Sequential cells grouped by signal name:
Other cells in gray.
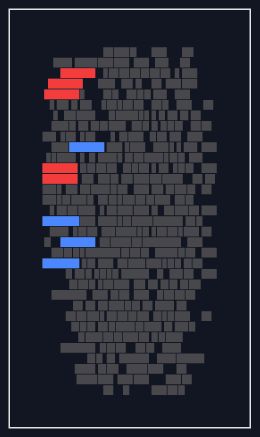
Supply network:
Pins as bars on the die edge.
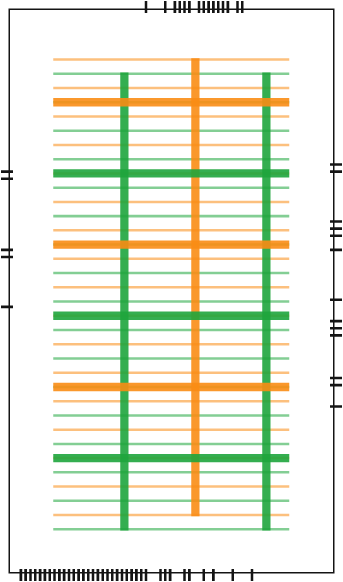
Gate families picked out:
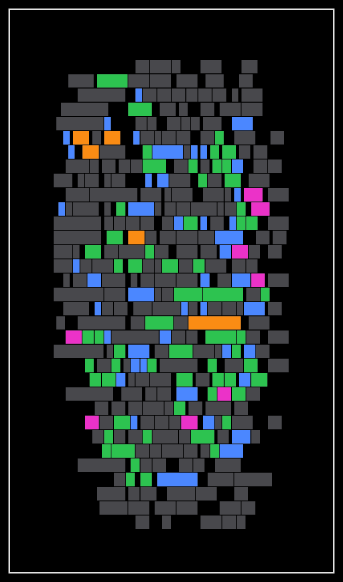
Clock wiring as the flow saved it:
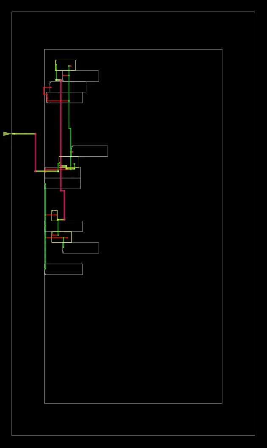
==> src/rtl/control_sequencer.sv <==
// control_sequencer: hardwired multi-cycle Moore control unit driving every datapath strobe
module control_sequencer #(
   parameter int MEM_WAIT    = 1,
   parameter int DIVMUL_HOLD = 1
) (
   input  logic        clock,
   input  logic        clear,
   input  logic        stop,
   input  logic [31:0] ir,
   input  logic        con,
   output logic [2:0]  gr_sel,
   output logic [2:0]  reg_ctl,
   output logic [2:0]  pc_ctl,
   output logic [5:0]  mem_ctl,
   output logic [5:0]  alu_ctl,
   output logic [3:0]  hilo_ctl,
   output logic [1:0]  io_ctl,
   output logic [4:0]  alu_op,
   output logic        run
);
   typedef enum logic [3:0] {RST, F0, F1, F2, F3, E3, E4, E5, E6, E7, HALT} state_t;
   state_t state, nxt, last_e;
   logic [4:0] cnt, op;
   logic is_r, is_imm, is_ldi, is_ld, is_st, is_mem, is_md, is_nn, is_br, is_jr, is_jal;
   logic is_in, is_out, is_mfhi, is_mflo, is_halt, mem_done, md_done, hold;
   logic gra, grb, grc, rin, rout, baout, pcout, pcin, incpc;
   logic marin, mdrin, mdrout, rd, ramwrite, irin;
   logic yin, zin, zhi, zlo, cout, conin, hiin, loin, hiout, loout, outp_in, inp_out;
   logic unused_ir;
   assign op        = ir[31:27];
   assign unused_ir = ^ir[26:0];
   assign is_r      = (op >= 5'd3) && (op <= 5'd11);
   assign is_ldi    = op == 5'd1;
   assign is_imm    = is_ldi || ((op >= 5'd12) && (op <= 5'd14));
   assign is_ld     = op == 5'd0;
   assign is_st     = op == 5'd2;
   assign is_mem    = is_ld || is_st;
   assign is_md     = (op == 5'd15) || (op == 5'd16);
   assign is_nn     = (op == 5'd17) || (op == 5'd18);
   assign is_br     = op == 5'd19;
   assign is_jr     = op == 5'd20;
   assign is_jal    = op == 5'd21;
   assign is_in     = op == 5'd22;
   assign is_out    = op == 5'd23;
   assign is_mfhi   = op == 5'd24;
   assign is_mflo   = op == 5'd25;
   assign is_halt   = op == 5'd27;
   assign mem_done  = cnt == 5'(MEM_WAIT - 1);
   assign md_done   = cnt == 5'(DIVMUL_HOLD - 1);
   // Memory waits and the mul/div Zin hold stretch their state in place.
   assign hold = (state == F2 && !mem_done) || (state == E6 && is_ld && !mem_done) ||
                 (state == E4 && is_md && !md_done);
   assign last_e = is_mem ? E7 : (is_md || is_br) ? E6 : (is_r || is_imm) ? E5 :
                   (is_nn || is_jal) ? E4 : E3;
   always_comb begin
      nxt = state_t'(state + 4'd1);
      if (hold || state == HALT) nxt = state;
      else if (state == E3 && is_halt) nxt = HALT;
      else if (state == last_e) nxt = stop ? HALT : F0;
   end
   always_ff @(posedge clock or negedge clear)
      if (!clear) begin
         state <= RST;
         cnt   <= '0;
      end else begin
         state <= nxt;
         cnt   <= hold ? cnt + 5'd1 : 5'd0;
      end
   always_comb begin
      {gra, grb, grc, rin, rout, baout, pcout, pcin, incpc} = '0;
      {marin, mdrin, mdrout, rd, ramwrite, irin} = '0;
      {yin, zin, zhi, zlo, cout, conin, hiin, loin, hiout, loout, outp_in, inp_out} = '0;
      alu_op = '0;
      case (state)
         F0: begin
            {pcout, marin, incpc, zin} = 4'hf;
            alu_op = 5'd3;
         end
         F1: {zlo, pcin, rd} = 3'b111;
         F2: {rd, mdrin} = {1'b1, mem_done};
         F3: {mdrout, irin} = 2'b11;
         E3: begin
            grb     = is_r || is_imm || is_mem || is_nn || is_jal;
            gra     = is_md || is_br || is_jr || is_in || is_out || is_mfhi || is_mflo;
            yin     = is_r || is_imm || is_mem || is_md;
            rout    = is_r || (is_imm && !is_ldi) || is_md || is_nn || is_br || is_jr || is_out;
            baout   = is_mem || is_ldi;
            zin     = is_nn;
            alu_op  = is_nn ? op : 5'd0;
            conin   = is_br;
            pcin    = is_jr;
            pcout   = is_jal;
            rin     = is_jal || is_in || is_mfhi || is_mflo;
            inp_out = is_in;
            outp_in = is_out;
            hiout   = is_mfhi;
            loout   = is_mflo;
         end
         E4: begin
            grc    = is_r;
            grb    = is_md;
            gra    = is_nn || is_jal;
            rout   = is_r || is_md || is_jal;
            zin    = is_r || is_imm || is_mem || is_md;
            cout   = is_imm || is_mem;
            alu_op = (is_r || is_md) ? op : (op == 5'd13) ? 5'd5 : (op == 5'd14) ? 5'd6 :
                     (is_imm || is_mem) ? 5'd3 : 5'd0;
            zlo    = is_nn;
            rin    = is_nn;
            pcout  = is_br;
            yin    = is_br;
            pcin   = is_jal;
         end
         E5: begin
            zlo    = is_r || is_imm || is_mem || is_md;
            gra    = is_r || is_imm;
            rin    = is_r || is_imm;
            marin  = is_mem;
            loin   = is_md;
            cout   = is_br;
            zin    = is_br;
            alu_op = is_br ? 5'd3 : 5'd0;
         end
         E6: begin
            rd    = is_ld;
            mdrin = (is_ld && mem_done) || is_st;
            gra   = is_st;
            rout  = is_st;
            zhi   = is_md;
            hiin  = is_md;
            zlo   = is_br && con;
            pcin  = is_br && con;
         end
         E7: begin
            mdrout   = is_ld;
            gra      = is_ld;
            rin      = is_ld;
            ramwrite = is_st;
         end
         default: ;
      endcase
   end
   assign gr_sel   = {gra, grb, grc};
   assign reg_ctl  = {rin, rout, baout};
   assign pc_ctl   = {pcout, pcin, incpc};
   assign mem_ctl  = {marin, mdrin, mdrout, rd, ramwrite, irin};
   assign alu_ctl  = {yin, zin, zhi, zlo, cout, conin};
   assign hilo_ctl = {hiin, loin, hiout, loout};
   assign io_ctl   = {outp_in, inp_out};
   assign run      = state != RST && state != HALT;
endmodule

==> config.mk <==
export PLATFORM = sky130hd
export DESIGN_NAME = control_sequencer
export DESIGN_NICKNAME = d
export VERILOG_FILES = /design/src/rtl/control_sequencer.sv
export SDC_FILE = /design/constraint.sdc
export NUM_CORES = 1
export LEC_CHECK = 0
export CORE_ASPECT_RATIO = 2
export CORE_MARGIN = 8
export CORE_UTILIZATION = 40
export DETAILED_ROUTE_END_ITERATION = 8
export GPL_TIMING_DRIVEN = 0
export PLACE_DENSITY = 0.77
export SYNTH_ARGS = -nofsm -noshare
export SYNTH_HDL_FRONTEND = slang
export SYNTH_SLANG_ARGS = --single-unit
==> constraint.sdc <==
create_clock -name clock -period 2.2 [get_ports clock]
set_input_delay 0.44 -clock clock [delete_from_list [all_inputs] [get_ports clock]]
set_output_delay 0.44 -clock clock [all_outputs]
set_load 0.02 [all_outputs]
==> reports/qor.csv <==
metric,value,unit
vias per cell,6.08,
top logic cells by instance count in the layout,"buf_4 (69), buf_6 (29), nor2_1 (19), nand2_1 (12), a21oi_1 (11)",
Clock Latency Late Sink,0.24,ns
Init Core Util,0.413,
pwr dens,797,nW/um2
failing checks,negative setup slack,
Syn Area/Cell,6.68,um2
routed wire length,7640,um
setup ws final,-0.249,ns
area grow syn2layout,76.9,%
CTS HTree Levels,1,
nets@finish,379,
Setup CP Type,flop to output pin,
Setup Viol. Count Final,22,
Remaining DRCs,0,
Final Hold Fails,0,
design area,2950,um2
Log Warnings,59,
post-DR wirelength/cell,19.7,um
number of enable flip-flop cells,0,
Max-slew headroom,0.717,
"antenna viol nets, final",0,
Max stage delay on crit path,0.43,ns
worst hold slack,0.501,ns
PortBufs,41,
"Hold-fix buffers, CTS",0,
YS warnings,0,
clk sinks,9,
Post-synth ARST share,1.00,
Hold Path Class,input pin to asynchronous set/reset pin,
Cell Type Count,51,
I/O Pins,69,
Startpoint Class,flop,
"delay-heaviest family, CP",buffers and inverters,
cells along the critical path,inv_2 > ha_4 > and3b_2 > buf_8 > nand2_8 > o31ai_4 > buf_4 > a221o_1 > buf_6,
Tcrit/Tclk final,1.11,
antenna violations before repair,0,
Top-area cell share,0.135,
Synth Cell Area,1670,um2
die area,6630,um2
most instantiated logic cell after routing,buf_4,
MaxCap Viol Count,0,
dpl cell area,2190,um2
status,"complete, but fails checks",
-- 'sequential cells grouped by signal name' (at the start) --
name in the netlist	color	sequential cells	where
state	blue	4	west
cnt	red	5	north-west

-- 'supply network' (at the start) --
net	color
VSS	green
VDD	orange
rows	33
met4 straps	3
vertical die size: 107 um
Worst VDD drop: 0.000866 V
die x size: 61.7 um

-- 'gate families picked out' (at the start) --
family	color	cells
non-inverting ao/oa cells	magenta	8
aoi and oai cells	green	60
xor and xnor cells	orange	5
nor cells	blue	44

-- 'clock wiring as the flow saved it' (at the start) --
number of CTS-inserted buffers: 3
flop count: 9
CLK BUF: 4
clk_skew: 0.00390 ns

-- synthesized netlist by cell type, types with 3 or more instances --
| cell | count |
|---|---|
| buf_4 | 27 |
| nor2_1 | 27 |
| nand2_1 | 22 |
| o21ai_0 | 18 |
| a21oi_1 | 14 |
| inv_1 | 10 |
| clkbuf_1 | 9 |
| dfrtp_1 | 9 |
| nor3_1 | 8 |
| and3_1 | 7 |
| nand2b_1 | 7 |
| o22ai_1 | 7 |
| buf_2 | 6 |
| ha_1 | 6 |
| nand3_1 | 5 |
| a31oi_1 | 4 |
| and2_1 | 4 |
| o31ai_1 | 4 |
| or2_2 | 4 |
| buf_1 | 3 |
| nand4_1 | 3 |
| nor2b_1 | 3 |
| nor4_1 | 3 |
| o211ai_1 | 3 |
| o21a_1 | 3 |
| xor2_1 | 3 |
-- metrics by stage --
stage	total power, mW	setup TNS [ns]	instances
floorplan	1.11	0	250
global placement	1.49	-32.94	343
detailed placement	1.50	-32.88	343
CTS	2.12	-1.36	385
global route	2.46	-4.47	388
finish	2.36	-3.09	388
-- flip-flops by register name, indices dropped and copies added, names as in the netlist --
signal  cells
cnt         5
state       4
-- area by class of cell --
| cell class | instances | area [um2] |
|---|---|---|
| clock buffers | 4 | 45.0 |
| plain buffers | 32 | 302 |
| repair buffers | 96 | 825 |
| fillers | 325 | 1090 |
| multi-input cells | 185 | 1450 |
| flip-flops and latches | 9 | 228 |
| well taps | 52 | 65.1 |
| inverters | 10 | 40.0 |
-- where the power goes --
part / total (mW) / switching, mW / leakage, nW / internal [mW]
registers: 0.272 / 0.0608 / 0.115 / 0.211
logic: 1.89 / 0.974 / 1.21 / 0.914
clock network: 0.195 / 0.0682 / 0.0228 / 0.126
-- logic make-up (layout without fill, tap and decap cells) --
| kind of cell | Yosys count | after routing | synth area share |
|---|---|---|---|
| AOI/OAI and AO/OA | 68 | 68 | 0.263 |
| xor gates and xnor gates | 5 | 5 | 0.0262 |
| adders and majority gates | 6 | 6 | 0.0449 |
| buffers and inverters | 56 | 142 | 0.196 |
| DFF | 9 | 9 | 0.135 |
| muxes | 2 | 2 | 0.0127 |
| and+or+nand+nor | 104 | 104 | 0.323 |
-- worst paths after layout --
check                                 end  slack (ns)  startpoint  cells after the start
worst min register to register     cnt[0]        0.55      cnt[0]                      2
max in group asynchronous        state[1]        1.38       clear                      1
min in group clock                 cnt[0]        0.55      cnt[0]                      2
worst min-delay path             state[2]        0.50       clear                      1
worst max register to register   state[0]       -0.06    state[1]                     11
worst max-delay path            alu_op[0]       -0.25    state[1]                      9
-- per-layer routing --
metal / track usage / wire, um / vias to the layer above
met5: 0 / 0 / -
met4: 0.156 / 479 / 0
met3: 0.0228 / 405 / 51
met2: 0.403 / 4170 / 147
met1: 0.187 / 2590 / 1125
li1: - / - / 1036
-- what timing repair did --
action	4_1_cts	5_1_grt
pin swaps	32	17
gates cloned	2	0
gates resized	251	45
setup endpoints to repair	42	36
setup buffers	45	8
Power figures rest on the tool's default switching activity, not on a simulated workload.
